Figure 1. The metal 1 layer (run 1).
The bar under the picture is 20 µm long. Cells faint in the background.
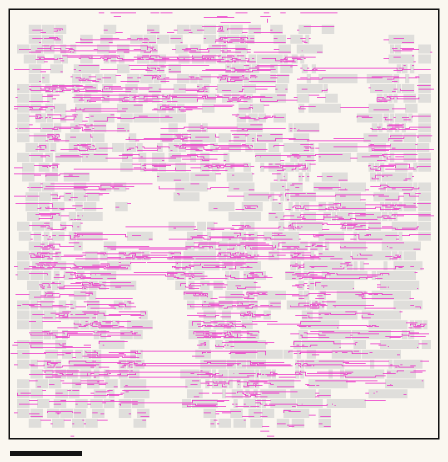
Figure 2. The metal 2 layer (run 1).
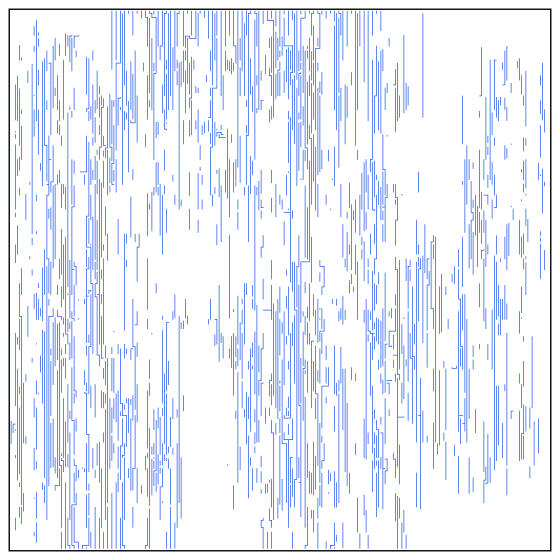
Figure 3. M3 wires (run 1).
The bar under the picture is 20 µm long.
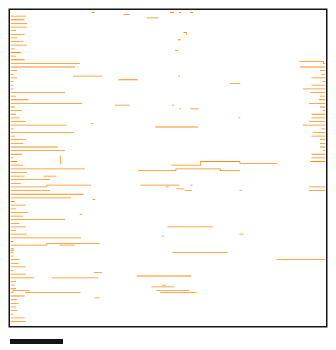
**config.mk**
```make
export PLATFORM = sky130hd
export DESIGN_NAME = fp16_add_arbiter
export DESIGN_NICKNAME = d
export VERILOG_FILES = /design/src/rtl/fp16_arb_pkg.sv /design/src/rtl/fp16_arb_tag_fifo.sv /design/src/rtl/fp16_add_arbiter.sv
export SDC_FILE = /design/constraint.sdc
export NUM_CORES = 1
export LEC_CHECK = 0
export CAP_MARGIN = 20
export CORE_MARGIN = 1.5
export CORE_UTILIZATION = 39
export DETAILED_ROUTE_END_ITERATION = 16
export PLACE_DENSITY = 0.75
export SETUP_SLACK_MARGIN = 0.05
export SLEW_MARGIN = 5
export SYNTH_ARGS = -nofsm -noshare
export SYNTH_HDL_FRONTEND = slang
export SYNTH_SLANG_ARGS = --single-unit
```
**constraint.sdc**
```tcl
create_clock -name clk -period 4.45 [get_ports clk]
set_clock_uncertainty 0.15 [all_clocks]
set_input_delay 0.6675 -clock clk [delete_from_list [all_inputs] [get_ports clk]]
set_output_delay 0.6675 -clock clk [all_outputs]
set_load 0.005 [all_outputs]
```
**src/rtl/fp16_arb_pkg.sv**
```systemverilog
// rtl/fp16_arb_pkg.sv - shared types, widths and round-robin picker for fp16_add_arbiter
package fp16_arb_pkg;

   localparam int FP16_W        = 16;
   localparam int FP16_SIGN_BIT = 15;
   localparam int MAX_REQ       = 8;

   typedef logic [FP16_W-1:0] fp16_t;
   typedef logic [2:0]        tag_t;

   // Returns {found, index}: first set bit of mask at or after ptr, wrapping at n.
   function automatic logic [3:0] rr_pick(input logic [MAX_REQ-1:0] mask,
                                          input tag_t ptr,
                                          input int unsigned n);
      logic [3:0] pick;
      logic [3:0] idx;
      pick = '0;
      for (int k = 0; k < MAX_REQ; k++) begin
         idx = {1'b0, ptr} + 4'(k);
         if (idx >= 4'(n))
            idx = idx - 4'(n);
         if (k < int'(n) && !pick[3] && mask[idx[2:0]])
            pick = {1'b1, idx[2:0]};
      end
      return pick;
   endfunction

endpackage

```
**src/rtl/fp16_arb_tag_fifo.sv**
```systemverilog
// rtl/fp16_arb_tag_fifo.sv - synchronous tag FIFO recording which requester owns each in-flight adder op
module fp16_arb_tag_fifo
   import fp16_arb_pkg::*;
#(
   parameter int DEPTH = 4
) (
   input  logic clk,
   input  logic rst,
   input  logic push,
   input  tag_t push_tag,
   input  logic pop,
   output tag_t pop_tag,
   output logic full,
   output logic empty,
   output logic err
);

   localparam tag_t LAST = tag_t'(DEPTH - 1);

   tag_t       mem [MAX_REQ];
   tag_t       wr_ptr;
   tag_t       rd_ptr;
   logic [3:0] count;
   logic       do_push;
   logic       do_pop;

   always_comb begin
      full    = (count == 4'(DEPTH));
      empty   = (count == 4'd0);
      do_pop  = pop & ~empty;
      do_push = push & (~full | do_pop);
      err     = pop & empty;
      pop_tag = mem[rd_ptr];
   end

   always_ff @(posedge clk) begin
      if (do_push)
         mem[wr_ptr] <= push_tag;
   end

   always_ff @(posedge clk) begin
      if (rst) begin
         wr_ptr <= '0;
         rd_ptr <= '0;
         count  <= '0;
      end else begin
         if (do_push)
            wr_ptr <= (wr_ptr == LAST) ? '0 : wr_ptr + tag_t'(1);
         if (do_pop)
            rd_ptr <= (rd_ptr == LAST) ? '0 : rd_ptr + tag_t'(1);
         count <= count + 4'(do_push) - 4'(do_pop);
      end
   end

endmodule

```
**src/rtl/fp16_add_arbiter.sv**
```systemverilog
// rtl/fp16_add_arbiter.sv - round-robin sharing of one fp16 adder; optional FP16_ARB_PERF_EN adds perf counters
module fp16_add_arbiter
   import fp16_arb_pkg::*;
#(
   parameter int NUM_REQ     = 4,
   parameter int ADD_LATENCY = 1
) (
   input  logic                    clk,
   input  logic                    rst,
   input  logic [NUM_REQ-1:0]      req_valid,
   output logic [NUM_REQ-1:0]      req_ready,
   input  logic [16*NUM_REQ-1:0]   req_a,
   input  logic [16*NUM_REQ-1:0]   req_b,
   input  logic [NUM_REQ-1:0]      req_sub,
   output logic [NUM_REQ-1:0]      rsp_valid,
   output logic [15:0]             rsp_res,
   output logic                    rsp_ovf,
   output logic                    add_valid,
   output logic [15:0]             add_a,
   output logic [15:0]             add_b,
   input  logic [15:0]             add_res,
   input  logic                    add_ovf,
   input  logic                    add_res_vld,
   output logic                    err_protocol
`ifdef FP16_ARB_PERF_EN
   ,
   output logic [31:0]             perf_ops,
   output logic [15:0]             perf_ovf
`endif
);

   if (NUM_REQ < 2 || NUM_REQ > MAX_REQ || ADD_LATENCY < 1) begin : g_bad_params
      $error("fp16_add_arbiter: NUM_REQ must be 2..8 and ADD_LATENCY >= 1");
   end

   logic [NUM_REQ-1:0] outstanding;
   logic [NUM_REQ-1:0] eligible;
   logic [NUM_REQ-1:0] rsp_onehot;
   tag_t               rr_ptr;
   tag_t               grant_idx;
   logic [3:0]         pick;
   logic               grant_vld;
   fp16_t              grant_a;
   fp16_t              grant_b;
   tag_t               fifo_tag;
   logic               fifo_full;
   logic               fifo_empty;
   logic               fifo_err;
   logic               fifo_pop;
   logic               rsp_take;
   logic               push_ovf;

   always_comb begin
      eligible  = req_valid & ~outstanding;
      pick      = rr_pick(8'(eligible), rr_ptr, NUM_REQ);
      grant_vld = pick[3] & ~rst;
      grant_idx = pick[2:0];
      req_ready = '0;
      grant_a   = '0;
      grant_b   = '0;
      for (int i = 0; i < NUM_REQ; i++) begin
         if (grant_idx == tag_t'(i)) begin
            req_ready[i] = grant_vld;
            grant_a      = req_a[i*FP16_W +: FP16_W];
            // Subtraction is an add with B's sign flipped.
            grant_b      = req_b[i*FP16_W +: FP16_W] ^ {req_sub[i], {FP16_SIGN_BIT{1'b0}}};
         end
      end
   end

   always_comb begin
      fifo_pop   = add_res_vld & ~rst;
      rsp_take   = fifo_pop & ~fifo_empty;
      push_ovf   = grant_vld & fifo_full & ~rsp_take;
      rsp_onehot = '0;
      for (int i = 0; i < NUM_REQ; i++) begin
         if (fifo_tag == tag_t'(i))
            rsp_onehot[i] = 1'b1;
      end
   end

   fp16_arb_tag_fifo #(.DEPTH(NUM_REQ)) u_tag_fifo (
      .clk      (clk),
      .rst      (rst),
      .push     (grant_vld),
      .push_tag (grant_idx),
      .pop      (fifo_pop),
      .pop_tag  (fifo_tag),
      .full     (fifo_full),
      .empty    (fifo_empty),
      .err      (fifo_err)
   );

   always_ff @(posedge clk) begin
      if (rst) begin
         rr_ptr      <= '0;
         outstanding <= '0;
         add_valid   <= 1'b0;
         add_a       <= '0;
         add_b       <= '0;
      end else begin
         add_valid <= grant_vld;
         if (grant_vld) begin
            rr_ptr <= (grant_idx == tag_t'(NUM_REQ - 1)) ? '0 : grant_idx + tag_t'(1);
            add_a  <= grant_a;
            add_b  <= grant_b;
         end
         // Clearing on the return edge lets the requester re-issue while its rsp_valid is high.
         outstanding <= (outstanding & ~(rsp_take ? rsp_onehot : '0)) | req_ready;
      end
   end

   always_ff @(posedge clk) begin
      if (rst) begin
         rsp_valid    <= '0;
         rsp_res      <= '0;
         rsp_ovf      <= 1'b0;
         err_protocol <= 1'b0;
      end else begin
         rsp_valid <= rsp_take ? rsp_onehot : '0;
         if (rsp_take) begin
            rsp_res <= add_res;
            rsp_ovf <= add_ovf;
         end
         if (fifo_err || push_ovf)
            err_protocol <= 1'b1;
      end
   end

`ifdef FP16_ARB_PERF_EN
   always_ff @(posedge clk) begin
      if (rst) begin
         perf_ops <= '0;
         perf_ovf <= '0;
      end else begin
         if (grant_vld && perf_ops != '1)
            perf_ops <= perf_ops + 32'd1;
         if (rsp_take && add_ovf && perf_ovf != '1)
            perf_ovf <= perf_ovf + 16'd1;
      end
   end
`endif

endmodule

```
==> flow_summary_export.csv, run 1 <==
group,metric,value,unit
synth,ys_sh_adder,0.03769,
synth,synth_stat.cells,564,
route,detail_route.wl_per_cell,17.51,µm
die,fp.dieH,118.2,µm
die,die-area,0.01398,mm²
synth,synth-compound-area-share,0.2034,
cells_and_area,drive_gt1_frac,0.08312,
pwr,vdd_drop_max,0.5097,mV
clocking,insertion_delay,0.34,ns
synth,ys_seq_frac,0.4291,
cells_and_area,n_antenna_cell,0,
synth,ys_ff,99,
cells_and_area,final_cells,942,
run_status,status,"completed",
die,fp-row-count,41,
run,tool_warnings,31,
final_timing,slew-limit-headroom,0.5346,
worst_setup_path,reg2reg_slack,0.67,ns
clocking,numCtsBuffers,9,
hold_path,hold_class,"flip-flop to flip-flop",
synth,xor_share,0.01015,
worst_setup_path,r2r_cells,13,
worst_setup_path,critPathRequiredTime,3.63,ns
synth,async_flop_share,0,
final_timing,hold_violations,0,
die,die_x,118.2,µm
worst_setup_path,start_kind,"primary input",
placement,place_inst,925,
clocking,root_buffer,"clkbuf_16",
final_timing,finalCritPeriodShare,0.9645,
Notes on Figure 1 above:
wire length on this layer: 6500 µm
nets with wire on the layer: 826
longest straight run: 42.3 µm

Notes on Figure 2 above:
share of all routed wire: 51%
nets with wire on the layer: 782
main direction: vertical
wire length on this layer: 8490 µm
longest straight run: 55.4 µm

Notes on Figure 3 above:
share of all routed wire: 6.4%
main direction: horizontal
nets with wire on the layer: 143

==> run 1: layer usage <==
| layer | up-vias | global-route usage |
|---|---|---|
| met5 | - | 0 |
| met4 | 0 | 0.08003 |
| met3 | 29 | 0.06081 |
| met2 | 185 | 0.4222 |
| met1 | 2425 | 0.2656 |
| li1 | 2523 | - |
==> run 1: synthesized netlist by cell type (7+ instances only) <==
library cell / number / share of area
clkbuf_1: 42 / 0.030
a211oi_1: 33 / 0.048
nand2_1: 48 / 0.035
inv_1: 16 / 0.012
o21ai_0: 19 / 0.018
ha_1: 14 / 0.034
nor2_1: 20 / 0.014
dfxtp_1: 75 / 0.29
nor3_1: 37 / 0.036
buf_2: 7 / 0.0068
nand2b_1: 10 / 0.012
a21oi_1: 40 / 0.039
mux4_2: 8 / 0.035
nor2b_1: 37 / 0.045
edfxtp_1: 24 / 0.14
nor4_1: 34 / 0.041
a221oi_1: 32 / 0.054
mux2i_1: 9 / 0.017
==> run 1: worst max-delay path: stages <==
cell             delay, ns
clkdlybuf4s50_1       0.51
or3b_1                0.35
a211o_1               0.35
and2_1                0.20
a21o_1                0.22
a22o_2                0.33
ha_1                  0.26
nand2_1               0.09
nor2_1                0.05
clkdlybuf4s50_1       0.46
==> run 1: cell families (layout without fill, tap and decap cells) <==
logic type / after synthesis / count (layout)
and+or+nand+nor: 204 / 204
AOI/OAI and AO/OA: 152 / 152
DFF: 99 / 99
buffers and inverters: 70 / 269
muxes: 17 / 17
adders and majority gates: 15 / 15
xor gates and xnor gates: 6 / 6
other: 1 / 8
==> run 1: through the flow <==
step                      worst slack (ns)  power, µW    util  hold WS [ns]  instance area [µm²]
after CTS                           0.1254       6101  0.6162        0.3148                 7871
after global routing               0.05515       6604  0.6179        0.3305                 7893
after global placement              0.1333       5102  0.5909        0.2898                 7547
after detailed placement           0.04433       5243  0.5909        0.3050                 7547
final                               0.1579       6112  0.6179        0.3082                 7893
after floorplan                     0.2196       3956       -        0.2760                 5210
==> run 1: state kept, by name, indices dropped and copies added (netlist names), 4 cells and up, named ones only <==
signal,flops
rsp_res,16
u_tag_fifo.mem,24
add_a,16
outstanding,4
u_tag_fifo.count,4
rsp_valid,4
add_b,16
==> run 1: worst max-delay path by stage <==
stage              endpoint  slack, ns  cells after the start
6_report       req_ready[1]       0.16                     10
2_1_floorplan  req_ready[3]       0.22                     15
5_1_grt        req_ready[1]       0.06                     10
4_1_cts        req_ready[1]       0.13                     10
3_5_place_dp   req_ready[1]       0.04                     10
3_3_place_gp   req_ready[1]       0.13                     10
==> run 1: area by class of cell <==
type	instances	area [µm²]
Tap cell	172	215.2
Inverter	17	63.81
Fill cell	1095	4881
Clock buffer	9	225.2
Multi-Input combinational cell	402	2741
Timing Repair Buffer	236	2327
Clock inverter	7	97.59
Sequential cell	99	2222
==> run 1: power breakdown <==
group          switching (µW)  internal, µW  total, µW
clock network             355           496        851
registers                 141          1220       1360
logic                    2120          1780       3900
total                    2610          3500       6110
==> run 1: repair_timing <==
item                       in CTS  in global routing
setup endpoints to repair       2                  4
resized                         1                  3
buffers inserted                0                  1
pin swaps                       0                  1
--- run 2 (diff from run 1) ---
- HOLD_SLACK_MARGIN: default -> 0.05
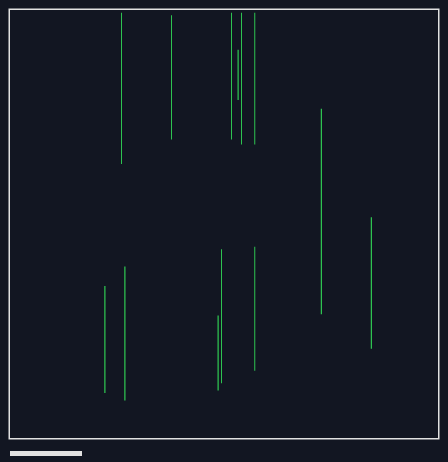
Figure 4: run 2, metal 4.
The bar under the picture is 20 µm long.
nets with wire on the layer: 13
longest straight run: 56.4 µm
share of all routed wire: 2.7%
main direction: vertical
wire length on this layer: 445 µm

==> run 2 against run 1 <==
  * Highest routed layer unchanged
  * Count of clock-buffer cells in the layout unchanged
  * First-iteration DRC count unchanged
  * Critical path depth did not move
  * Sequential share of layout area unchanged
==> flow_summary_export.csv, run 2 <==
group,metric,value,unit
pwr,power_density,774.4,mW/mm²
synth,top_area_frac,0.2899,
synth,synth_stat.cells,564,
final_timing,slew-limit-headroom,0.5346,
run_status,status,"completed",
route,vias,5162,
cells_and_area,n_antenna_cell,0,
placement,post-dp-hpwl,12360,µm
worst_setup_path,start_kind,"primary input",
clocking,root_buffer,"clkbuf_16",
route,totalWireLength,16490,µm
final_timing,rsz0062_at_grt,"false",
worst_setup_path,critPathRequiredTime,3.63,ns
worst_setup_path,path_cells,"clkdlybuf4s50_1 -> or3b_1 -> a211o_1 -> and2_1 -> a21o_1 -> a22o_2 -> ha_1 -> nand2_1 -> nor2_1 -> clkdlybuf4s50_1",
route,detail_route.wl_per_cell,17.51,µm
worst_setup_path,critPathTopFamily,"buffers and inverters",
die,fp-row-count,41,
synth,ff_type,"dfxtp_1",
cells_and_area,drive_gt1_frac,0.08312,
worst_setup_path,crit_arrival,3.47,ns
worst_setup_path,critPathBufInv,2,
die,fp.dieH,118.2,µm
clocking,cts_tree,"built",
hold_path,hold_class,"flip-flop to flip-flop",
clocking,insertion_delay,0.34,ns
synth,largest_area_cell,"dfxtp_1",
synth,async_flop_share,0,
worst_setup_path,slowest_delay,0.51,ns
clocking,numCtsBuffers,9,
run,tool_warnings,31,
cells_and_area,largest-register,"u_tag_fifo.mem",
synth,common_cells,"dfxtp_1 (75), nand2_1 (48), clkbuf_1 (42)",
die,die-area,0.01398,mm²
synth,yosys.cell_count.top_type,"dfxtp_1",
final_timing,finalCritPeriodShare,0.9645,
synth,synthTopCellsByArea,"dfxtp_1 (29%), edfxtp_1 (14%), a221oi_1 (5.4%)",
worst_setup_path,path_max_fanout,5,
global_route,grt_overflow,0,
pwr,finalPower,6112,µW
die,die_x,118.2,µm
synth,ys_seq_frac,0.4291,
global_route,grt_pass1_wl,26120,µm
synth,ys_ff,99,
worst_setup_path,crit_path_top_delay_cell,"clkdlybuf4s50_1",
route,ant_nets,0,
final_timing,hold_violations,0,
cells_and_area,largest_reg_flops,24,
worst_setup_path,crit_top_cell,"clkdlybuf4s50_1",
pwr,vdd_drop_max,0.5097,mV
worst_setup_path,path_class,"primary input to primary output",
-- run 2: cell counts in the layout (fill, tap and decap cells not counted) --
No cell type changed its count.
-- run 2: timing repair --
action,CTS,global route
resized,1,3
buffers inserted,0,1
hold buffers,0,0
pin swaps,0,1
endpoints found under the setup margin,2,4
-- run 2: worst register-to-register path, stage by stage, from the launching register on --
cell	delay (ns)
dfxtp_1	0.35
inv_2	0.04
ha_1	0.32
or3b_1	0.38
a211o_1	0.35
and2_1	0.20
a21o_1	0.22
a22o_2	0.33
ha_1	0.26
buf_4	0.26
a221oi_1	0.48
nor3_1	0.11
a21oi_1	0.13
a211oi_1	0.08
-- run 2: cell families after synthesis --
| logic type | after synthesis | share of synthesized area |
|---|---|---|
| flip-flops | 99 | 0.4291 |
| buffers and inverters | 70 | 0.05533 |
| XOR/XNOR | 6 | 0.01015 |
| other | 1 | 0.0007241 |
| AND-OR/OR-AND | 152 | 0.2034 |
| adder cells (fa/ha/maj) | 15 | 0.03769 |
| multiplexers | 17 | 0.05219 |
| AND/OR/NAND/NOR | 204 | 0.2114 |
-- run 2: metal layers --
metal  up-vias  share of wire  track usage  wire, µm
met5         -              0            0         0
met4         0          0.027      0.08003       445
met3        29          0.064      0.06081      1061
met2       185           0.51       0.4222      8487
met1      2425           0.39       0.2656      6497
li1       2523              -            -         -
-- run 2: path summary, 6_finish.rpt --
path	slack, ns	depth (start not counted)	from	to
setup / recovery	0.16	10	req_valid[0]	req_ready[1]
hold reg to reg	0.31	2	rsp_ovf	rsp_ovf
setup reg to reg	0.67	13	rr_ptr[0]	add_b[10]
hold / removal	0.31	2	rsp_ovf	rsp_ovf
-- run 2: stage by stage --
step / worst slack, ns / utilization / hold slack [ns] / area, µm² / cells
after global routing: 0.05515 / 0.6179 / 0.3305 / 7893 / 942
final: 0.1579 / 0.6179 / 0.3082 / 7893 / 942
after CTS: 0.1254 / 0.6162 / 0.3148 / 7871 / 941
after global placement: 0.1333 / 0.5909 / 0.2898 / 7547 / 925
after detailed placement: 0.04433 / 0.5909 / 0.3050 / 7547 / 925
after floorplan: 0.2196 / - / 0.2760 / 5210 / 571
-- run 2: final cells by class --
type | count | area [µm²]
Clock buffer | 9 | 225.2
Clock inverter | 7 | 97.59
Fill cell | 1095 | 4881
Inverter | 17 | 63.81
Multi-Input combinational cell | 402 | 2741
Sequential cell | 99 | 2222
Tap cell | 172 | 215.2
Timing Repair Buffer | 236 | 2327
-- run 2: where the power goes --
group | switching [µW] | leakage [µW] | internal [µW]
combinational | 2120 | 0.00181 | 1780
sequential | 141 | 0.000837 | 1220
clock | 355 | 0.000152 | 496
total | 2610 | 0.00280 | 3500
Figure 5. The metal 2 layer (run 2).
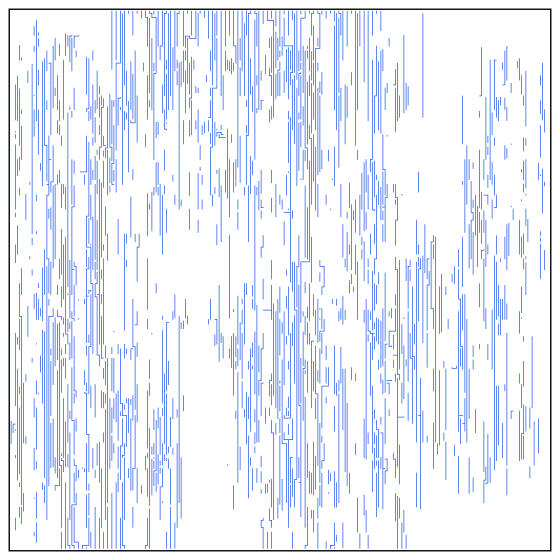

--- run 3 (diff from run 2) ---
- CORE_UTILIZATION: 39 -> 45
- DONT_BUFFER_PORTS: default -> 1
- PLACE_DENSITY: 0.75 -> 0.6
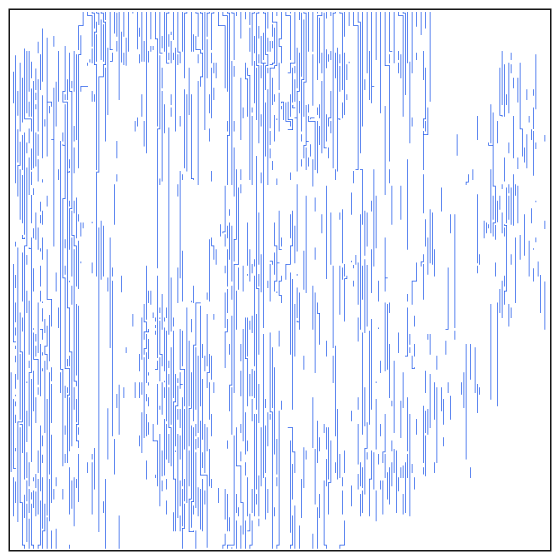
Figure 6: run 3, the metal 2 layer.
wire length on this layer: 7460 µm
share of all routed wire: 52%
longest straight run: 62.0 µm
main direction: vertical
nets with wire on the layer: 582

==> run 3 against run 2 <==
  * Routed wire length is 13% lower
  * Die size shrank 13%
  * Sequential power rose by 4%
  * Largest cell class unchanged
  * Sequential cell count unchanged
  * Highest routed layer unchanged
  * Critical path type is now flip-flop to primary output
==> flow_summary_export.csv, run 3 <==
group,metric,value,unit
clocking,cts_tree,"built",
cells_and_area,largest_reg_flops,24,
synth,common_cells,"dfxtp_1 (75), nand2_1 (48), clkbuf_1 (42)",
worst_setup_path,path_cells,"inv_1 -> ha_1 -> or3b_1 -> a211o_1 -> and2_1 -> a21o_1 -> a22oi_1 -> ha_4 -> nand2_1 -> nor2_1",
clocking,numCtsBuffers,9,
global_route,use_met3,0.05350,
final_timing,rsz0062_at_grt,"false",
worst_setup_path,crit_path_top_delay_cell,"dfxtp_2",
global_route,grt_overflow,0,
route,ant_nets,0,
die,die-area,0.01216,mm²
worst_setup_path,crit_arrival,3.29,ns
placement,post-dp-hpwl,10380,µm
clocking,post_cts_buffers,0,
synth,synth_stat.cells,564,
run,tool_warnings,31,
worst_setup_path,critPathTopFamily,"AND-OR/OR-AND gates",
cells_and_area,n_antenna_cell,0,
run_status,status,"completed",
final_timing,hold_violations,0,
worst_setup_path,critPathBufInv,1,
cells_and_area,fill_cells,1056,
die,fp-row-count,38,
global_route,use_met1,0.2690,
global_route,use_met2,0.4123,
worst_setup_path,critPathRequiredTime,3.63,ns
worst_setup_path,path_class,"flip-flop to primary output",
synth,async_flop_share,0,
final_timing,finalCritPeriodShare,0.9236,
synth,ff_type,"dfxtp_1",
global_route,grt_pass1_wl,21200,µm
pwr,power_density,972.5,mW/mm²
synth,yosys.cell_count.top_type,"dfxtp_1",
cells_and_area,largest-register,"u_tag_fifo.mem",
synth,largest_area_cell,"dfxtp_1",
cells_and_area,seq_area,0.002223,mm²
clocking,insertion_delay,0.35,ns
final_timing,hold-worst-slack,0.2369,ns
cells_and_area,logic_area,0.002729,mm²
cells_and_area,drive_gt1_frac,0.09654,
global_route,grt_busiest_layer,"met2",
synth,top_area_frac,0.2899,
synth,ys_ff,99,
pwr,finalPower,5475,µW
route,detail_route.wl_per_cell,20.77,µm
synth,ys_seq_frac,0.4291,
route,totalWireLength,14310,µm
synth,synthTopCellsByArea,"dfxtp_1 (29%), edfxtp_1 (14%), a221oi_1 (5.4%)",
-- run 3: cell counts after synthesis --
Identical to the previous run, type by type.
-- run 3: worst paths after layout --
kind                                            from                   end  slack, ns  cells past startpoint
worst max-delay path                       rr_ptr[1]          req_ready[2]       0.34                     10
worst max register to register             rr_ptr[1]             add_b[10]       0.40                     14
worst min-delay path                             rst             add_valid       0.24                      1
worst min register to register  u_tag_fifo.rd_ptr[2]  u_tag_fifo.rd_ptr[2]       0.30                      2
-- run 3: worst register-to-register path: cells and delay by family, from the launching register on --
kind	cells	cell delay [ns]
flip-flops	1	0.44
adder cells (fa/ha/maj)	2	0.57
AND-OR/OR-AND	6	1.35
buffers and inverters	2	0.44
AND/OR/NAND/NOR	4	1.03
-- run 3: power by group --
group | switching, µW | total (µW) | internal [µW] | leakage, µW
clock network | 372 | 854 | 482 | 0.000161
logic | 1890 | 3210 | 1320 | 0.000953
registers | 191 | 1410 | 1220 | 0.000838
-- run 3: through the flow --
step | worst slack [ns] | util | instance area, µm² | cells
after floorplan | 0.2196 | - | 5210 | 571
after global placement | 0.4636 | 0.4798 | 5293 | 673
after detailed placement | 0.2972 | 0.4798 | 5293 | 673
after CTS | 0.1338 | 0.5094 | 5619 | 689
after global routing | 0.1006 | 0.5104 | 5630 | 689
final | 0.3401 | 0.5104 | 5630 | 689
-- run 3: cells by family (layout without fill, tap and decap cells) --
group / count (synthesis) / after routing / share of synthesized area
simple gates: 204 / 204 / 0.2114
compound gates: 152 / 152 / 0.2034
flops: 99 / 99 / 0.4291
buf+inv: 70 / 48 / 0.05533
mux: 17 / 17 / 0.05219
fa+ha+maj: 15 / 15 / 0.03769
xor+xnor: 6 / 6 / 0.01015
other cells: 1 / 8 / 0.0007241
-- run 3: final cells by class --
type	count	share of cell area
clock inverters	6	0.01356
inverters	17	0.01133
repair buffers	15	0.02000
flip-flops and latches	99	0.3949
clock buffers	10	0.04444
well taps	140	0.03111
multi-input cells	402	0.4847
-- run 3: metal layers --
metal / up-vias / share of wire
li1: 2082 / -
met1: 2023 / 0.38
met2: 203 / 0.52
met3: 24 / 0.075
met4: 0 / 0.021
met5: - / 0
-- run 3: repair_timing --
item | CTS | global route
hold endpoints to repair | 0 | 0
setup endpoints to repair | 0 | 9
resized | 0 | 2

==> screenshots <==
Clock nets.
panel A
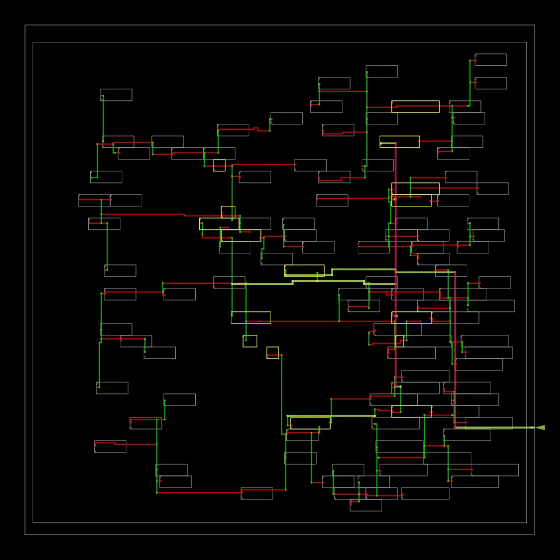
panel B
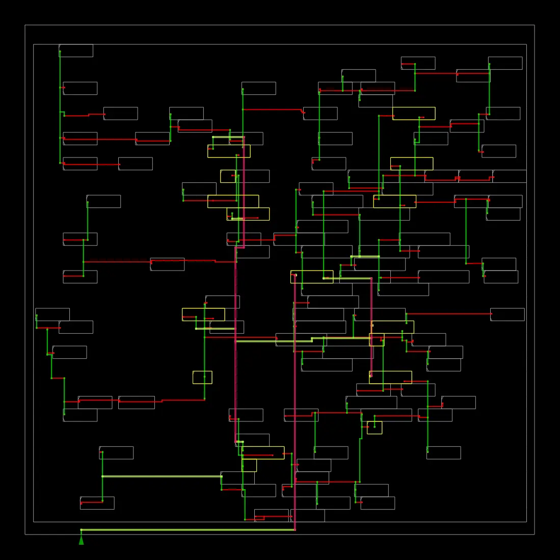
Panel B is run 3.
Panel A is run 1.

Power and IR drop assume default switching activity.
